File: config.mk
export PLATFORM = sky130hd
export DESIGN_NAME = la_dump_master
export DESIGN_NICKNAME = d
export VERILOG_FILES = /design/src/rtl/la_dump_master.sv
export SDC_FILE = /design/constraint.sdc
export NUM_CORES = 1
export LEC_CHECK = 0
export CORE_ASPECT_RATIO = 1.1
export CORE_MARGIN = 2
export CORE_UTILIZATION = 30
export DETAILED_ROUTE_END_ITERATION = 12
export REMOVE_ABC_BUFFERS = 1
export SETUP_SLACK_MARGIN = 0.05
export SYNTH_ARGS = -nofsm -noshare
export SYNTH_HDL_FRONTEND = slang
export SYNTH_SLANG_ARGS = --single-unit
export TNS_END_PERCENT = 20
File: constraint.sdc
create_clock -name CLK -period 2.1 [get_ports CLK]
set_input_delay 0.63 -clock CLK [delete_from_list [all_inputs] [get_ports CLK]]
set_output_delay 0.63 -clock CLK [all_outputs]
set_load 0.05 [all_outputs]
File: src/rtl/la_dump_master.sv
// Read-only bus initiator: dumps COUNT capture-RAM words through the monitor slave
// port (4-phase CARDSEL/SACK_N handshake) and streams them out on dout/valid/ready.
`timescale 1ns/1ps
module la_dump_master #(
  parameter int ADDR_W  = 10,
  parameter int DATA_W  = 32,
  parameter int TIMEOUT = 16
) (
  input  logic              CLK,
  input  logic              RST_N,
  input  logic              start,
  input  logic [ADDR_W-1:0] base_addr,
  input  logic [ADDR_W:0]   count,
  output logic              busy,
  output logic              done,
  output logic              timeout_err,
  output logic              CARDSEL,
  output logic              WR_N,
  output logic [ADDR_W-1:0] AI,
  input  logic              SACK_N,
  input  logic [DATA_W-1:0] SLAVE_OUTPUT,
  output logic [DATA_W-1:0] dout,
  output logic              dout_valid,
  input  logic              dout_ready
);

  localparam int TW = $clog2(TIMEOUT + 1);

  typedef enum logic [2:0] {
    S_IDLE, S_REQ, S_WAIT_ACK, S_HOLD, S_RELEASE, S_FIN
  } state_t;

  state_t              r_state, w_next;
  logic [ADDR_W-1:0]   r_base, r_ai;
  logic [ADDR_W:0]     r_count, r_idx;
  logic [TW-1:0]       r_tmo;
  logic [DATA_W-1:0]   r_dout;
  logic                r_dout_valid, r_terr;
  logic                w_hs, w_tmo_hit;

  assign w_hs      = r_dout_valid & dout_ready;
  assign w_tmo_hit = (r_tmo == TW'(TIMEOUT - 1));

  always_ff @(posedge CLK) begin
    if (!RST_N) r_state <= S_IDLE;
    else        r_state <= w_next;
  end

  always_comb begin
    w_next = r_state;
    case (r_state)
      S_IDLE:     if (start) w_next = (count == '0) ? S_FIN : S_REQ;
      S_REQ:      w_next = S_WAIT_ACK;
      S_WAIT_ACK: begin
        if (!SACK_N)        w_next = S_HOLD;
        else if (w_tmo_hit) w_next = S_FIN;
      end
      S_HOLD:     if (w_hs) w_next = S_RELEASE;
      // No new request until the slave has released its acknowledge.
      S_RELEASE: begin
        if (SACK_N)         w_next = (r_idx == r_count) ? S_FIN : S_REQ;
        else if (w_tmo_hit) w_next = S_FIN;
      end
      S_FIN:      w_next = S_IDLE;
      default:    w_next = S_IDLE;
    endcase
  end

  always_comb begin
    busy    = (r_state != S_IDLE);
    done    = (r_state == S_FIN);
    CARDSEL = (r_state == S_REQ) || (r_state == S_WAIT_ACK);
    WR_N    = 1'b1;
  end

  assign AI          = r_ai;
  assign dout        = r_dout;
  assign dout_valid  = r_dout_valid;
  assign timeout_err = r_terr;

  always_ff @(posedge CLK) begin
    if (!RST_N) begin
      r_base       <= '0;
      r_count      <= '0;
      r_idx        <= '0;
      r_ai         <= '0;
      r_tmo        <= '0;
      r_dout       <= '0;
      r_dout_valid <= 1'b0;
      r_terr       <= 1'b0;
    end else begin
      // Wait counter restarts on every state entry.
      r_tmo <= (w_next != r_state) ? '0 : r_tmo + TW'(1);
      case (r_state)
        S_IDLE: if (start) begin
          r_base  <= base_addr;
          r_count <= count;
          r_idx   <= '0;
          r_terr  <= 1'b0;
          if (count != '0) r_ai <= base_addr;
        end
        S_WAIT_ACK: begin
          if (!SACK_N) begin
            r_dout       <= SLAVE_OUTPUT;
            r_dout_valid <= 1'b1;
          end else if (w_tmo_hit) begin
            r_terr <= 1'b1;
          end
        end
        S_HOLD: if (w_hs) begin
          r_dout_valid <= 1'b0;
          r_idx        <= r_idx + {{ADDR_W{1'b0}}, 1'b1};
        end
        S_RELEASE: begin
          if (SACK_N && (w_next == S_REQ)) r_ai <= r_base + r_idx[ADDR_W-1:0];
          else if (!SACK_N && w_tmo_hit)   r_terr <= 1'b1;
        end
        default: ;
      endcase
    end
  end

endmodule

==> Changelog: implementation, run 1 <==
## Implementation

* Clk latency late pin at 350 ps
* Drt wl/cell at 13.3 microns
* DP Cell Count at roughly 760
* Die width at 112 microns
* Core footprint at between 10000 and 15000 sq um
* Sequential share of the synthesized area at 0.440
* FFs & Latches at between 80 and 90
* Peak supply drop at 0.483 mV
* Yosys reg bits at roughly 84
* Flop area at 1680 sq um
* Layout Cells excl Fill at 774
* Pleak at 2.34 nW
* Mi-comb count at 359
* Antenna-violating nets left at 0
* Final core utilization at 0.449
* Mean Syn Cell Area at 7.95 sq um
* Max-Cap Viols at 0
* Layout cell share with drive strength beyond 1 at 0.203
* First-pass GRT wire length at about 16 mm
* Register share of total power at 0.388
* Status: finished, final reports clean
* Reg clk slew, reported paths at 60 ps
* Fin. max-slew vios at 0
* Num CTS Buffers at 9
* Well Taps at approximately 160
* P_int at about 0.0031 W
* Largest cell class: multi-input combinational cells
* Total power at between 0.004 and 0.005 W
* R2R setup slack at 170 ps
* Switching power at 0.00156 W
* PwrDens at 837 nW/um^2
* Final worst slack at 62.8 ps
* CP Cell Sequence: buf_4, or3_4, buf_12
* Hold Crit Depth at 1
* CTS Root Buffer Type: clkbuf_16
* Via density at around 4.7
* Async SR Flop Fraction at 0
* Initial antenna violation count at 0
* Non-clock inverter total of the final layout at 11
* Crit path time final at 2040 ps
* Startpoint types: flip-flop
* Dpl ws at -449 ps
* Worst R2R Path Depth at 7
* Combinational Power Share at 0.305
* Clock-cell share at 0.0478
* Critical path's slowest cell: or3_4
* Critical path data required time at 1470 ps
* Hold Path Class: reg -> reg
* Sw Share at 0.332
* Final Setup Violations at 0
* CTS Buffer Depth at 2
* Netlist Area Pre-Place at around 3800 sq um
* Arr. time, crit path at 1410 ps
* Die ar. at about 14000 sq um
* Final hold viol count at 0
* CP Max Fanout at 9
* Filler cells at 1256
* Netlist cell types at about 47
* Ports at roughly 110
* Yosys stat cell total at 481
* Non-Clock Buffer Area Fraction at 0.242
* Vias in the first global route at around 3400
* Gr usage total at 0.148
* Antenna diode count at 0
* Tcrit/Tclk final at 0.970
* YS chip area at 3820 sq um
* Final #Nets at 683
* Global placement routability congestion at 0.816
* Tool Warnings at 27
* Fin Setup TNS at 0 ps
* # clk buffers at 9
* Largest net degree at the start of global routing at 34
* Clock skew at ~5 ps
* FP Util at 0.305
* Flop share of the area at 0.299
* Mapped Cells at a little under 500
* Nonclk buf count at 147
* Fmax at 491 MHz
-- run 1: cell usage in the layout, fill, tap and decap left out, types with 7 or more instances in the layout --
master           netlist  routed
a21oi_1               62      61
nand2b_1               9       8
inv_1                 10      10
buf_4                  1      76
xor2_1                22      22
dlygate4sd2_1          0       8
ha_1                  12      10
clkdlybuf4s50_1        0      54
clkbuf_16              0       9
nand3_1               10      10
nand2_1              124     124
dfxtp_1               84      84
o21ai_0               11       7
nor2_1                37      36
buf_12                 0       7
-- run 1: final timing paths --
| kind | start | end |
|---|---|---|
| min | r_tmo[0] | r_tmo[0] |
| min reg2reg | r_tmo[0] | r_tmo[0] |
| max | r_state[1] | busy |
| max reg2reg | r_state[1] | AI[7] |
-- run 1: state kept, by name, indices dropped and copies added (netlist names) --
name         cells
timeout_err      1
r_count         11
dout_valid       1
AI              10
r_base          10
r_state          3
dout            32
r_tmo            5
r_idx           11
-- run 1: through the flow --
stage | hold WS [ps] | cell area [sq um]
final | 441 | 5630
after global routing | 475 | 5630
after CTS | 446 | 5570
after detailed placement | 437 | 5230
after global placement | 428 | 5230
after floorplan | 418 | 3700
-- run 1: timing repair --
item,in CTS,in global routing
buffers inserted,0,1
resized,20,15
endpoints found under the hold margin,0,0
pin swaps,5,5
hold buffers,0,0
setup endpoints to repair,24,16
cloned,1,0
-- run 1: kinds of logic after synthesis --
| group | count (synthesis) | synth area share |
|---|---|---|
| XOR/XNOR | 28 | 0.0641 |
| adder cells (fa/ha/maj) | 13 | 0.0445 |
| AND/OR/NAND/NOR | 210 | 0.236 |
| buffers and inverters | 38 | 0.0432 |
| flip-flops | 84 | 0.440 |
| multiplexers | 3 | 0.00818 |
| AND-OR/OR-AND | 104 | 0.163 |
| other | 1 | 0.000980 |
-- run 1: per-layer routing --
layer | up-vias | GRT usage | wire length, microns
li1 | 1891 | - | -
met1 | 1664 | 0.180 | 4570
met2 | 63 | 0.256 | 5130
met3 | 20 | 0.0202 | 306
met4 | 0 | 0.0795 | 294
met5 | - | 0 | 0
-- run 1: worst max-delay path, delay by kind of cell, from the launching register on --
kind / cells / cell delay, ps
buf+inv: 2 / 340
flops: 1 / 340
simple gates: 1 / 390
-- run 1: power by group through the flow --
stage | Clock (W) | Sequential, W | Combinational, W
after detailed placement | 0 | 0.00186 | 0.00139
after floorplan | 0 | 0.00213 | 0.000511
after global placement | 0 | 0.00186 | 0.00137
after global routing | 0.00154 | 0.00184 | 0.00156
after CTS | 0.00148 | 0.00183 | 0.00144
final | 0.00144 | 0.00183 | 0.00144
-- run 1: cells in the mapped netlist, types with 6 or more instances --
cell,count,share of area
nand3_1,10,0.013
nor3_1,6,0.0079
o21ai_0,11,0.014
xnor2_1,6,0.014
ha_1,12,0.039
nand2_1,124,0.12
nor2_1,37,0.036
nand2b_1,9,0.015
clkbuf_1,21,0.021
inv_1,10,0.0098
a21oi_1,62,0.081
and3_1,6,0.0098
xor2_1,22,0.050
dfxtp_1,84,0.44
Run 1, M1 wires:
The bar under the picture is 20 microns long.
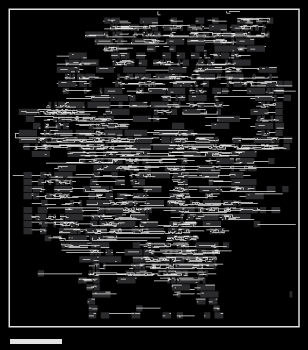
618 nets have wire on it. The layer carries 4570 microns of wire. The wires run mostly horizontal. The longest straight run is 31.3 microns.
total number of vias: 3638
met1 Track Usage GR: 0.180
routed wire length: 10.3 mm

Run 1, signal wires on met2:
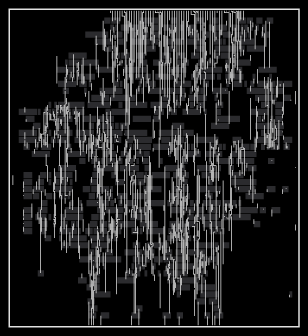
The layer holds 50% of the routed length. The layer carries 5130 microns of wire. The wires run mostly vertical.
routing usage on met2: 0.256

Run 1, metal 3:
The bar under the picture is 20 microns long.
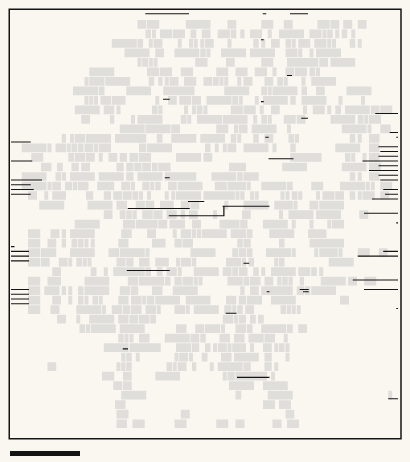
The layer carries 307 microns of wire. 46 nets have wire on it.
GR Layer Usage met3: 0.0202

==> run 1 -> run 2 <==
--- a/config.mk
+++ b/config.mk
@@ -8,6 +8,7 @@
 export CORE_ASPECT_RATIO = 1.1
 export CORE_MARGIN = 2
 export CORE_UTILIZATION = 30
+export CTS_BUF_LIST = sky130_fd_sc_hd__clkbuf_16
 export DETAILED_ROUTE_END_ITERATION = 12
 export REMOVE_ABC_BUFFERS = 1
 export SETUP_SLACK_MARGIN = 0.05
Run 2, sequential cells colored by netlist name:
Other sequential cells in the stronger gray, the rest of the logic in the fainter gray.
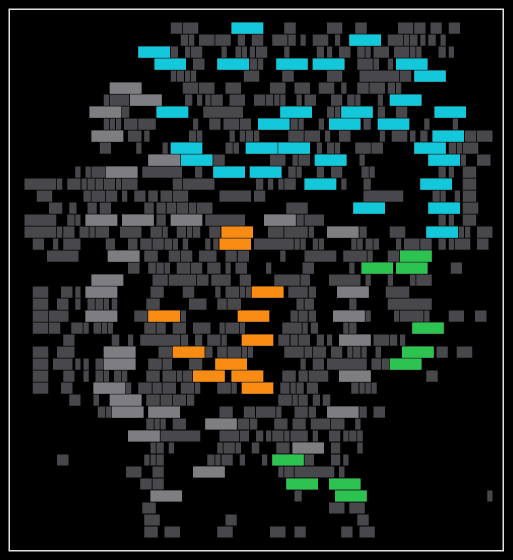
Key: cyan = dout [placed flops 32]; green = AI [placed flops 10]; orange = r_idx [placed flops 11, where middle]

Run 2, M1 wires:
The bar under the picture is 20 microns long.
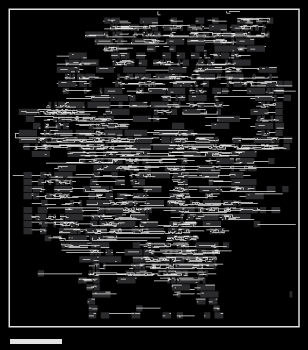
618 nets have wire on it. The wires run mostly horizontal. The layer carries 4570 microns of wire.

==> Changelog: implementation, run 2 <==
## Implementation

* Status: finished, final reports clean
* CP Max Fanout at 9 (unchanged)
* Arr. time, crit path at 1410 ps (about the same)
* First-pass GRT wire length at 16.4 mm (unchanged)
* Commonest cells in the netlist: 124 x nand2_1, 84 x dfxtp_1, 62 x a21oi_1
* Yosys top cell by area: dfxtp_1
* Yosys stat cell total at 481 (unchanged)
* Netlist Area Pre-Place at 3820 sq um (unchanged)
* Num CTS Buffers at 9 (unchanged)
* Antenna diode count at 0 (unchanged)
* Clk latency late pin at 350 ps (about the same)
* Reg clk slew, reported paths at 60 ps (about the same)
* Crit path launch: r_state[1]
* CTS Buffer Depth at 2 (unchanged)
* Mapped Cells at 481 (unchanged)
* Die width at 112 microns (unchanged)
* Final #Nets at 683 (unchanged)
* Die ar. at 13700 sq um (unchanged)
* Peak supply drop at 0.483 mV (unchanged)
* Initial antenna violation count at 0 (unchanged)
* Critical path data required time at 1470 ps (about the same)
* Global placement routability congestion at 0.816 (unchanged)
* Total number of vias at 3638 (unchanged)
* Netlist cell types at 47 (unchanged)
* Vias in the first global route at 3447 (unchanged)
* Top cells by area: dfxtp_1 44%, nand2_1 12%, a21oi_1 8.1%
* Min-delay src: r_tmo[0]
* Yosys reg bits at 84 (unchanged)
* Via density at 4.70 (unchanged)
* Ports at 106 (unchanged)
* Sequential share of the synthesized area at 0.440 (unchanged)
* Most frequent cell after synthesis: nand2_1
* Startpoint types: flip-flop
* Total power at 0.00471 W (unchanged)
* Layout cell share with drive strength beyond 1 at 0.203 (unchanged)
* Most frequent logic cell in the layout: nand2_1
* Clock skew at 5.02 ps (unchanged)
* Reg2reg start: r_state[1]
* PwrDens at 837 nW/um^2 (unchanged)
* CTS Root Buffer Type: clkbuf_16
* Max reg flops at 32 (unchanged)
* Post-synth top area share at 0.440 (unchanged)
run 2: cell counts in the layout (fill, tap and decap cells not counted):
No cell type changed its count.
run 2: timing repair:
action	in CTS	in global routing
gates cloned	1	0
gates resized	20	15
endpoints found under the setup margin	24	16
hold buffers	0	0
hold endpoints to repair	0	0
pin swaps	5	5
buffers inserted	0	1
run 2: cell families after synthesis:
kind of cell / share of synthesized area
and+or+nand+nor: 0.236
AOI/OAI and AO/OA: 0.163
DFF: 0.440
buffers and inverters: 0.0432
xor gates and xnor gates: 0.0641
adders and majority gates: 0.0445
muxes: 0.00818
other: 0.000980
run 2: worst max-delay path, stage by stage (launching register included):
cell	delay, ps
dfxtp_1	340
buf_4	180
or3_4	390
buf_12	160
run 2: area by class of cell:
class | instances | area (sq um)
multi-input cells | 359 | 2080
inverters | 11 | 41.3
flip-flops and latches | 84 | 1680
well taps | 157 | 196
clock buffers | 9 | 225
repair buffers | 147 | 1360
clock inverters | 7 | 43.8
fillers | 1256 | 6910
run 2: path summary, 6_finish.rpt:
| kind | endpoint | slack (ps) | cells after the start |
|---|---|---|---|
| max | busy | 60 | 3 |
| min | r_tmo[0] | 440 | 1 |
| max reg2reg | AI[7] | 170 | 7 |
| min reg2reg | r_tmo[0] | 440 | 1 |
run 2: where the power goes:
group	total (W)	internal, W	switching, W
Clock	0.00144	0.000793	0.000651
Combinational	0.00144	0.000614	0.000824
Sequential	0.00183	0.00174	0.0000865
run 2: metal layers:
layer | global-route usage | up-vias | share of wire
met1 | 0.180 | 1664 | 0.44
met4 | 0.0795 | 0 | 0.029
met2 | 0.256 | 63 | 0.50
met5 | 0 | - | 0
li1 | - | 1891 | -
met3 | 0.0202 | 20 | 0.030
run 2: metrics by stage:
step | setup slack, ps | TNS, ps | instances | area (sq um) | hold WS (ps)
floorplan | -558 | -21330 | 454 | 3700 | 418
global placement | -450 | -8910 | 756 | 5230 | 428
detailed placement | -449 | -10210 | 756 | 5230 | 437
CTS | 47.8 | 0 | 773 | 5570 | 446
global route | 21.7 | 0 | 774 | 5630 | 475
finish | 62.8 | 0 | 774 | 5630 | 441
Power is estimated from default activity; no workload was simulated.
